### src/rtl/sd_pkg.sv
// Shared types and constants for the SD DAT0 write path.
// Latency: n/a (declarations only).
// Backpressure: n/a.
package sd_pkg;

    typedef enum logic [3:0] {
        ST_IDLE,
        ST_SBIT,
        ST_DATA,
        ST_CRC,
        ST_EBIT,
        ST_TURN,
        ST_SWAIT,
        ST_STOK,
        ST_BUSYW,
        ST_FIN
    } state_t;

    // Completion codes reported on ERR
    localparam logic [2:0] ERR_OK    = 3'd0;
    localparam logic [2:0] ERR_CRC   = 3'd1;
    localparam logic [2:0] ERR_WR    = 3'd2;
    localparam logic [2:0] ERR_STAT  = 3'd3;
    localparam logic [2:0] ERR_BUSY  = 3'd4;
    localparam logic [2:0] ERR_UNDER = 3'd5;

    // x^16 + x^12 + x^5 + 1
    localparam logic [15:0] CRC16_POLY = 16'h1021;

    // CRC-status token bits returned by the card
    localparam logic [2:0] TOK_OK  = 3'b010;
    localparam logic [2:0] TOK_CRC = 3'b101;
    localparam logic [2:0] TOK_WR  = 3'b110;

    // Map a captured status token plus its end bit to a completion code.
    // A good token only counts when framed by a proper end bit.
    function automatic logic [2:0] tok_to_err(input logic [2:0] tok, input logic end_bit);
        if (tok == TOK_OK && end_bit) return ERR_OK;
        else if (tok == TOK_CRC)      return ERR_CRC;
        else if (tok == TOK_WR)       return ERR_WR;
        else                          return ERR_STAT;
    endfunction

endpackage

### src/rtl/sd_data_write_ctrl_if.sv
// Handshake/pad bundle between host FSM, byte source, DAT0 pad and the write controller.
// Latency: n/a (wires only).
// Backpressure: DIN_VALID/DIN_READY on the byte source; START is ignored while BUSY.
// Ports: START/DONE/ERR/BUSY (host), DIN/DIN_VALID/DIN_READY (byte source),
//        DAT_OUT/DAT_OE/DAT_IN (DAT0 pad).
interface sd_data_write_ctrl_if;
    logic       START;
    logic [7:0] DIN;
    logic       DIN_VALID;
    logic       DIN_READY;
    logic       DAT_OUT;
    logic       DAT_OE;
    logic       DAT_IN;
    logic       BUSY;
    logic       DONE;
    logic [2:0] ERR;

    modport master (
        output START, DIN, DIN_VALID, DAT_IN,
        input  DIN_READY, DAT_OUT, DAT_OE, BUSY, DONE, ERR
    );

    modport slave (
        input  START, DIN, DIN_VALID, DAT_IN,
        output DIN_READY, DAT_OUT, DAT_OE, BUSY, DONE, ERR
    );
endinterface

### src/rtl/sd_crc16_serial.sv
// Bit-serial CRC16 LFSR (MSB-first, init 0), shared by the DAT read and write paths.
// Latency: CRC reflects BIT_IN one CLK after EN.
// Backpressure: none; advances only when EN=1, CLR has priority.
// Ports: CLK, RST (async active-low), CLR, EN, BIT_IN, CRC[15:0].
module sd_crc16_serial
    import sd_pkg::*;
(
    input  logic        CLK,
    input  logic        RST,
    input  logic        CLR,
    input  logic        EN,
    input  logic        BIT_IN,
    output logic [15:0] CRC
);

    logic fb;

    assign fb = BIT_IN ^ CRC[15];

    always_ff @(posedge CLK or negedge RST) begin
        if (!RST) begin
            CRC <= '0;
        end else if (CLR) begin
            CRC <= '0;
        end else if (EN) begin
            CRC <= {CRC[14:0], 1'b0} ^ (fb ? CRC16_POLY : 16'h0000);
        end
    end

endmodule

### src/rtl/sd_data_write_ctrl.sv
// Single-block SD write on DAT0: start bit, payload, CRC16, end bit, status token, busy wait.
// Latency: 1 + 8*BLOCK_BYTES + 16 + 1 + 2 CLKs on the wire, then card-paced token/busy, DONE one CLK later.
// Backpressure: pulls bytes via DIN_VALID/DIN_READY; a missing byte aborts with ERR=5 (no stall).
// Ports: CLK, RST (async active-low), bus (slave modport: START/DONE/ERR/BUSY, DIN*, DAT_*).
module sd_data_write_ctrl
    import sd_pkg::*;
#(
    parameter int BLOCK_BYTES = 512,
    parameter int NWR_MAX     = 16,
    parameter int BUSY_MAX    = 65535
) (
    input  logic                  CLK,
    input  logic                  RST,
    sd_data_write_ctrl_if.slave   bus
);

    localparam int              BCW       = $clog2(BLOCK_BYTES + 1);
    localparam logic [BCW-1:0]  LAST_BYTE = BCW'(BLOCK_BYTES - 1);
    localparam logic [15:0]     NWR_LAST  = 16'(NWR_MAX - 1);
    localparam logic [15:0]     BUSY_LAST = 16'(BUSY_MAX - 1);

    state_t         state_q, state_d;
    logic [7:0]     shift_q, shift_d;
    logic [2:0]     bit_q, bit_d;
    logic [BCW-1:0] byte_q, byte_d;
    logic [15:0]    wcnt_q, wcnt_d;
    logic [2:0]     tok_q, tok_d;
    logic [2:0]     err_q, err_d;

    logic           crc_clr, crc_en, crc_bit;
    logic [15:0]    crc;

    // While sending the remainder the LFSR is fed its own MSB: the feedback
    // term cancels, so the register simply shifts the remainder out MSB-first.
    sd_crc16_serial u_crc (
        .CLK    (CLK),
        .RST    (RST),
        .CLR    (crc_clr),
        .EN     (crc_en),
        .BIT_IN (crc_bit),
        .CRC    (crc)
    );

    always_ff @(posedge CLK or negedge RST) begin
        if (!RST) begin
            state_q <= ST_IDLE;
            shift_q <= '0;
            bit_q   <= '0;
            byte_q  <= '0;
            wcnt_q  <= '0;
            tok_q   <= '0;
            err_q   <= ERR_OK;
        end else begin
            state_q <= state_d;
            shift_q <= shift_d;
            bit_q   <= bit_d;
            byte_q  <= byte_d;
            wcnt_q  <= wcnt_d;
            tok_q   <= tok_d;
            err_q   <= err_d;
        end
    end

    always_comb begin
        state_d       = state_q;
        shift_d       = shift_q;
        bit_d         = bit_q;
        byte_d        = byte_q;
        wcnt_d        = (wcnt_q == 16'hFFFF) ? wcnt_q : wcnt_q + 16'd1;
        tok_d         = tok_q;
        err_d         = err_q;
        crc_clr       = 1'b0;
        crc_en        = 1'b0;
        crc_bit       = shift_q[7];
        bus.DIN_READY = 1'b0;
        bus.DAT_OUT   = 1'b1;
        bus.DAT_OE    = 1'b0;

        case (state_q)
            ST_IDLE: begin
                wcnt_d = '0;
                if (bus.START) begin
                    state_d = ST_SBIT;
                    err_d   = ERR_OK;
                    crc_clr = 1'b1;
                end
            end
            ST_SBIT: begin
                bus.DAT_OE    = 1'b1;
                bus.DAT_OUT   = 1'b0;
                bus.DIN_READY = 1'b1;
                bit_d         = '0;
                byte_d        = '0;
                if (bus.DIN_VALID) begin
                    shift_d = bus.DIN;
                    state_d = ST_DATA;
                end else begin
                    err_d   = ERR_UNDER;
                    state_d = ST_FIN;
                end
            end
            ST_DATA: begin
                bus.DAT_OE  = 1'b1;
                bus.DAT_OUT = shift_q[7];
                crc_en      = 1'b1;
                bit_d       = bit_q + 3'd1;
                shift_d     = {shift_q[6:0], 1'b0};
                // Next byte is fetched while its predecessor's LSB is on the wire
                if (bit_q == 3'd7) begin
                    if (byte_q == LAST_BYTE) begin
                        state_d = ST_CRC;
                        wcnt_d  = '0;
                    end else begin
                        bus.DIN_READY = 1'b1;
                        if (bus.DIN_VALID) begin
                            shift_d = bus.DIN;
                            byte_d  = byte_q + BCW'(1);
                        end else begin
                            err_d   = ERR_UNDER;
                            state_d = ST_FIN;
                        end
                    end
                end
            end
            ST_CRC: begin
                bus.DAT_OE  = 1'b1;
                bus.DAT_OUT = crc[15];
                crc_en      = 1'b1;
                crc_bit     = crc[15];
                if (wcnt_q == 16'd15) state_d = ST_EBIT;
            end
            ST_EBIT: begin
                bus.DAT_OE = 1'b1;
                state_d    = ST_TURN;
                wcnt_d     = '0;
            end
            ST_TURN: begin
                if (wcnt_q == 16'd1) begin
                    state_d = ST_SWAIT;
                    wcnt_d  = '0;
                end
            end
            ST_SWAIT: begin
                if (!bus.DAT_IN) begin
                    state_d = ST_STOK;
                    wcnt_d  = '0;
                end else if (wcnt_q == NWR_LAST) begin
                    err_d   = ERR_STAT;
                    state_d = ST_FIN;
                end
            end
            ST_STOK: begin
                if (wcnt_q < 16'd3) begin
                    tok_d = {tok_q[1:0], bus.DAT_IN};
                end else begin
                    err_d   = tok_to_err(tok_q, bus.DAT_IN);
                    state_d = ST_BUSYW;
                    wcnt_d  = '0;
                end
            end
            ST_BUSYW: begin
                if (bus.DAT_IN) begin
                    state_d = ST_FIN;
                end else if (wcnt_q == BUSY_LAST) begin
                    err_d   = ERR_BUSY;
                    state_d = ST_FIN;
                end
            end
            ST_FIN: begin
                state_d = ST_IDLE;
            end
            default: begin
                state_d = ST_IDLE;
            end
        endcase
    end

    assign bus.BUSY = (state_q != ST_IDLE);
    assign bus.DONE = (state_q == ST_FIN);
    assign bus.ERR  = err_q;

endmodule

### src/flat_wrapper.sv
// flat-port wrapper written by rule: the top's interface ports become plain ports
module sd_data_write_ctrl_flat import sd_pkg::*;
#(
    parameter int BLOCK_BYTES = 512,
    parameter int NWR_MAX     = 16,
    parameter int BUSY_MAX    = 65535
)
  (CLK, RST, bus_START, bus_DIN, bus_DIN_VALID, bus_DAT_IN, bus_DIN_READY, bus_DAT_OUT, bus_DAT_OE, bus_BUSY, bus_DONE, bus_ERR);
  sd_data_write_ctrl_if bus_i ();
  input  logic CLK;
  input  logic RST;
  input wire logic [$bits(bus_i.START)-1:0] bus_START;
  input wire logic [$bits(bus_i.DIN)-1:0] bus_DIN;
  input wire logic [$bits(bus_i.DIN_VALID)-1:0] bus_DIN_VALID;
  input wire logic [$bits(bus_i.DAT_IN)-1:0] bus_DAT_IN;
  output wire logic [$bits(bus_i.DIN_READY)-1:0] bus_DIN_READY;
  output wire logic [$bits(bus_i.DAT_OUT)-1:0] bus_DAT_OUT;
  output wire logic [$bits(bus_i.DAT_OE)-1:0] bus_DAT_OE;
  output wire logic [$bits(bus_i.BUSY)-1:0] bus_BUSY;
  output wire logic [$bits(bus_i.DONE)-1:0] bus_DONE;
  output wire logic [$bits(bus_i.ERR)-1:0] bus_ERR;
  assign bus_i.START = bus_START;
  assign bus_i.DIN = bus_DIN;
  assign bus_i.DIN_VALID = bus_DIN_VALID;
  assign bus_i.DAT_IN = bus_DAT_IN;
  assign bus_DIN_READY = bus_i.DIN_READY;
  assign bus_DAT_OUT = bus_i.DAT_OUT;
  assign bus_DAT_OE = bus_i.DAT_OE;
  assign bus_BUSY = bus_i.BUSY;
  assign bus_DONE = bus_i.DONE;
  assign bus_ERR = bus_i.ERR;
  sd_data_write_ctrl #(.BLOCK_BYTES(BLOCK_BYTES), .NWR_MAX(NWR_MAX), .BUSY_MAX(BUSY_MAX)) u_core (.CLK(CLK), .RST(RST), .bus(bus_i));
endmodule
### config.mk
export PLATFORM = sky130hd
export DESIGN_NAME = sd_data_write_ctrl_flat
export DESIGN_NICKNAME = d
export VERILOG_FILES = /design/src/rtl/sd_pkg.sv /design/src/rtl/sd_data_write_ctrl_if.sv /design/src/rtl/sd_crc16_serial.sv /design/src/rtl/sd_data_write_ctrl.sv /design/src/flat_wrapper.sv
export SDC_FILE = /design/constraint.sdc
export NUM_CORES = 1
export LEC_CHECK = 0
export CORE_MARGIN = 3
export CORE_UTILIZATION = 35
export CTS_BUF_LIST = sky130_fd_sc_hd__clkbuf_8
export DETAILED_ROUTE_END_ITERATION = 8
export GPL_ROUTABILITY_DRIVEN = 0
export MAX_ROUTING_LAYER = met4
export SLEW_MARGIN = 0
export SYNTH_ARGS = -nofsm -noshare
export SYNTH_HDL_FRONTEND = slang
export SYNTH_SLANG_ARGS = --single-unit
export TNS_END_PERCENT = 20
### constraint.sdc
create_clock -name CLK -period 3 [get_ports CLK]
set_clock_uncertainty 0.1 [all_clocks]
set_input_delay 0.6 -clock CLK [delete_from_list [all_inputs] [get_ports CLK]]
set_output_delay 0.6 -clock CLK [all_outputs]
set_load 0.005 [all_outputs]
Fig. 1: run 1, wiring heat map
Scale: 4 px per µm. The die is cut into 21 by 21 equal tiles; dark blue is low, red is high, scaled to the fullest tile. Values are wire area over tile area, all layers added.
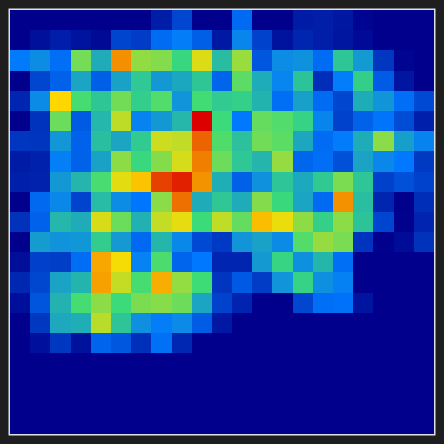
- tiles over half the peak: 16%
- nearly empty tiles: 34%
- fullest tile: 0.44
- emptiest ninth of the die: lower right
- mean over tiles: 0.10

Fig. 2: run 1, pin placement
Scale: 4 px per µm. Pins as bars across the die edge, other pins in grey.
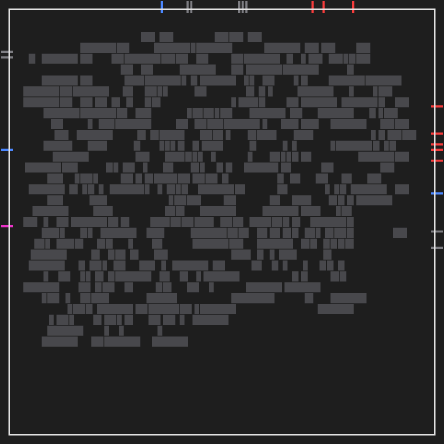
- bus_DAT_IN: magenta (pins 1; direction input; edge left)
- bus_ERR: blue (pins 3; direction output; edge 1 top, 1 left, 1 right)
- bus_DIN: red (pins 8; direction input; edge 5 right, 3 top)

==> results.cfg, run 1 <==
; generated from flow reports
[final_layout]
diodes = 0
seq_share_pct = 38.99
lay_top_count = dfrtp_1
nMultiInputCombCells = 253
area_growth_syn_to_layout_pct = 15.47
clkCellAreaFrac_pct = 4.889
num-clock-buffers = 11

[worst_setup_path]
critPathMaxStageDelay_ps = 460
worst_setup_path_start_kind = register
r2r_slack_ps = 510
crit_buf_inv = 1
r2r_cells = 6
reg2reg_from = u_core.wcnt_q[0]$_DFF_PN0_
timing.rr.end = u_core.bus.ERR[0]$_DFFE_PN0P_

[routing]
ant_nets = 0
routed.top_layer = met4
drt_iter0_drc = 218
vias_per_cell = 5.255

[pwr]
vdd_drop_max_uv = 380.2
power_leader = combinational logic

[floorplan]
taps = 129
initCoreUtil_pct = 37.02
fp.dieH_um = 106.0

[logic_synthesis]
synth_cells = 346
synth_top_flop_cell = dfrtp_1
synth-seq-cells = 63
topCellsByArea = dfrtp_1 (45%), nor2_1 (4.2%), a22o_1 (4.0%), a21oi_1 (3.0%), xor2_1 (3.0%)
synthArstFlopShare_pct = 100.0
adder_share_pct = 2.144
fp_nets = 365

[grt]
overflow = 0
globalRouteMet1Util_pct = 20.10
grt_start_max_net_pins = 38
grt_pass1_vias = 2500
top_usage_layer = met1

[clock_tree]
hold_buffers = 0
cts_sinks = 63
clkSlewWorstSetupHoldPaths_ps = 60
cts_setup_buffers = 0
cts_made_buffers = 9

[timing]
postLayoutSetupSlackWorst_ps = 285.1
hold_viol_final = 0
rsz0062_at_grt = false

[outcome]
outcome = finished clean

[placement]
port_buffers = 20
dp_slack_ps = 209.6
dp_hpwl_mm = 5.113

[job]
warning_count = 28
Fig. 3: run 1, routing congestion map
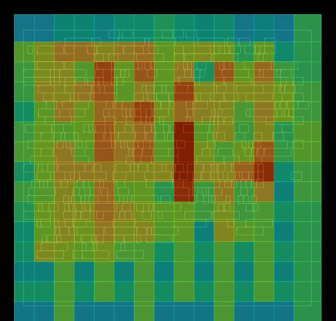
grt met3 use: 3.279%
post-DR wirelength/cell: 14.54 µm

==> run 1 -> run 2 <==
--- a/config.mk
+++ b/config.mk
@@ -5,6 +5,7 @@
 export SDC_FILE = /design/constraint.sdc
 export NUM_CORES = 1
 export LEC_CHECK = 0
+export CAP_MARGIN = 20
 export CORE_MARGIN = 3
 export CORE_UTILIZATION = 35
 export CTS_BUF_LIST = sky130_fd_sc_hd__clkbuf_8
Fig. 4: run 2, wiring heat map
Scale: 4 px per µm. The die is cut into 21 by 21 equal tiles; dark blue is low, red is high, scaled to the fullest tile. Values are wire area over tile area, all layers added.
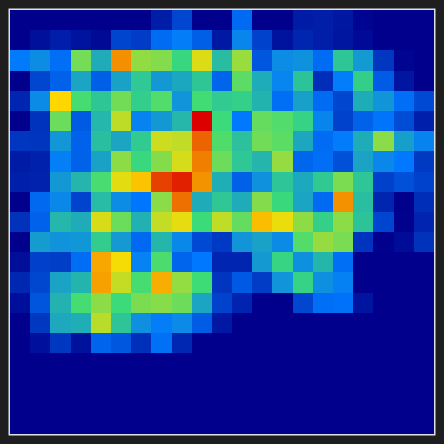
- mean over tiles: 0.10
- fullest tile: 0.44
- densest ninth of the die: centre

==> run 2 against run 1 <==
Synthesized area unchanged. Register-to-register slack hardly changed. Clock power barely moved. Critical endpoint unchanged.
==> results.cfg, run 2 <==
; generated from flow reports
[timing]
postLayoutSetupSlackWorst_ps = 285.1
hold_viol_final = 0

[clock_tree]
cts_made_buffers = 9
hold_buffers = 0
cts_setup_buffers = 0
clkSlewWorstSetupHoldPaths_ps = 60
cts_sinks = 63

[final_layout]
lay_top_count = dfrtp_1
seq_share_pct = 38.99
clkCellAreaFrac_pct = 4.889
nMultiInputCombCells = 253
diodes = 0
largest_class = combinational gates
num-clock-buffers = 11
area_growth_syn_to_layout_pct = 15.47

[worst_setup_path]
r2r_slack_ps = 510
worst_setup_path_start_kind = register
critPathMaxStageDelay_ps = 460
reg2reg_from = u_core.wcnt_q[0]$_DFF_PN0_
timing.rr.end = u_core.bus.ERR[0]$_DFFE_PN0P_
crit_buf_inv = 1

[job]
warning_count = 28

[routing]
ant_nets = 0
wl_per_cell_um = 14.54
drt_iter0_drc = 218
routed.top_layer = met4
vias_per_cell = 5.255

[logic_synthesis]
synth_cells = 346
adder_share_pct = 2.144
mux_share_pct = 3.930
synthArstFlopShare_pct = 100.0
topCellsByArea = dfrtp_1 (45%), nor2_1 (4.2%), a22o_1 (4.0%), a21oi_1 (3.0%), xor2_1 (3.0%)
synth_top_flop_cell = dfrtp_1
fp_nets = 365
synth-seq-cells = 63
yosys_cells = 346

[pwr]
powerDensity_mw_per_mm2 = 858.5
vdd_drop_max_uv = 380.2
power_clock_mw = 0.732
power_leader = combinational logic

[grt]
overflow = 0
top_usage_layer = met1
met3_usage_pct = 3.279
grt_pass1_vias = 2500
grt_start_max_net_pins = 38
globalRouteMet1Util_pct = 20.10

[placement]
dp_hpwl_mm = 5.113
dp_slack_ps = 209.6
port_buffers = 20

[floorplan]
taps = 129
initCoreUtil_pct = 37.02

[outcome]
outcome = finished clean
Fig. 5: run 2, pin placement
Scale: 4 px per µm. Pins as bars across the die edge, other pins in grey.
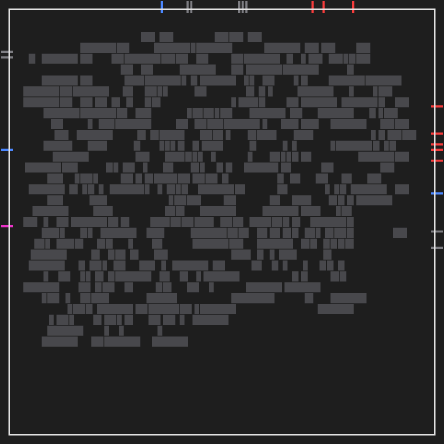
- bus_DIN: red (pins 8; direction input; edge 5 right, 3 top)
- bus_ERR: blue (pins 3; direction output; edge 1 top, 1 left, 1 right)
- bus_DAT_IN: magenta (pins 1; direction input; edge left)

==> run 2 -> run 3 <==
--- a/config.mk
+++ b/config.mk
@@ -5,6 +5,7 @@
 export SDC_FILE = /design/constraint.sdc
 export NUM_CORES = 1
 export LEC_CHECK = 0
+export ABC_CLOCK_PERIOD_IN_PS = 3000
 export CAP_MARGIN = 20
 export CORE_MARGIN = 3
 export CORE_UTILIZATION = 35
@@ -12,6 +13,7 @@
 export DETAILED_ROUTE_END_ITERATION = 8
 export GPL_ROUTABILITY_DRIVEN = 0
 export MAX_ROUTING_LAYER = met4
+export SKIP_LAST_GASP = 1
 export SLEW_MARGIN = 0
 export SYNTH_ARGS = -nofsm -noshare
 export SYNTH_HDL_FRONTEND = slang
Fig. 6: run 3, wiring heat map
Scale: 4 px per µm. The die is cut into 21 by 21 equal tiles; dark blue is low, red is high, scaled to the fullest tile. Values are wire area over tile area, all layers added.
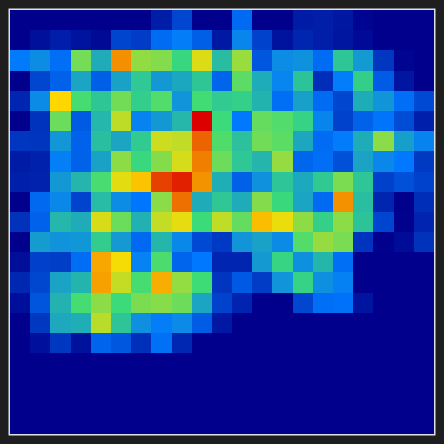
- emptiest ninth of the die: lower right
- mean over tiles: 0.10
- nearly empty tiles: 34%
- fullest tile: 0.44

==> run 3 against run 2 <==
Die area unchanged. Synthesized cell count did not move. Total power unchanged. Global-route usage unchanged.
==> results.cfg, run 3 <==
; generated from flow reports
[pwr]
clock_power_share_pct = 21.1
power_clock_mw = 0.732
vdd_drop_max_uv = 380.2
powerDensity_mw_per_mm2 = 858.5
power_leader = combinational logic
p_seq_share_pct = 35.4

[routing]
vias_per_cell = 5.255
routed.top_layer = met4
wl_per_cell_um = 14.54
drt_iter0_drc = 218
num_vias = 2654

[grt]
grt_start_max_net_pins = 38
grt_pass1_vias = 2500
overflow = 0
met3_usage_pct = 3.279
globalRouteMet1Util_pct = 20.10
top_usage_layer = met1

[final_layout]
final-nonclk-buf-share_pct = 8.106
diodes = 0
seq_share_pct = 38.99
reg.largest.list = u_core.u_crc.CRC x16, u_core.wcnt_q x16, u_core.byte_q x10
lay_top_count = dfrtp_1
clkCellAreaFrac_pct = 4.889
nMultiInputCombCells = 253
largest_class = combinational gates
area_growth_syn_to_layout_pct = 15.47
num-clock-buffers = 11

[logic_synthesis]
yosys_cells = 346
adder_share_pct = 2.144
mux_share_pct = 3.930
topCellsByArea = dfrtp_1 (45%), nor2_1 (4.2%), a22o_1 (4.0%), a21oi_1 (3.0%), xor2_1 (3.0%)
synth_cells = 346
ys_sh_xor_pct = 4.001
fp_nets = 365
synthArstFlopShare_pct = 100.0
netlist_area_mm2 = 0.003502
synth-seq-cells = 63
synth_top_flop_cell = dfrtp_1

[clock_tree]
clkSlewWorstSetupHoldPaths_ps = 60
hold_buffers = 0
cts_sinks = 63
cts_setup_buffers = 0
cts_made_buffers = 9

[floorplan]
fp.dieH_um = 106.0
taps = 129
die-area_mm2 = 0.01124
initCoreUtil_pct = 37.02

[placement]
port_buffers = 20
dp_slack_ps = 209.6
dp_hpwl_mm = 5.113

[worst_setup_path]
worst_setup_path_start_kind = register
required_ps = 2300
crit_path_end = bus_DIN_READY
reg2reg_from = u_core.wcnt_q[0]$_DFF_PN0_
r2r_slack_ps = 510
r2r_cells = 6
critPathMaxStageDelay_ps = 460
timing.rr.end = u_core.bus.ERR[0]$_DFFE_PN0P_
crit_buf_inv = 1

[outcome]
outcome = finished clean

[job]
warning_count = 28
drv_cap = 0

[timing]
slew_headroom_pct = 45.12
hold_viol_final = 0
rsz0062_at_grt = false
Fig. 7: run 3, met2 routing
Scale: 4 px per µm. Cells faint in the background.
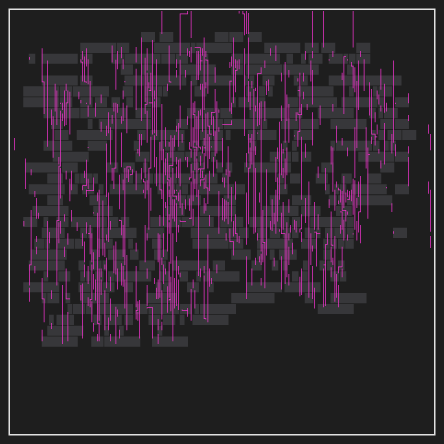
- wire length on this layer: 3180 µm
- nets with wire on the layer: 312
- share of all routed wire: 43%

Power is estimated from default activity; no workload was simulated.
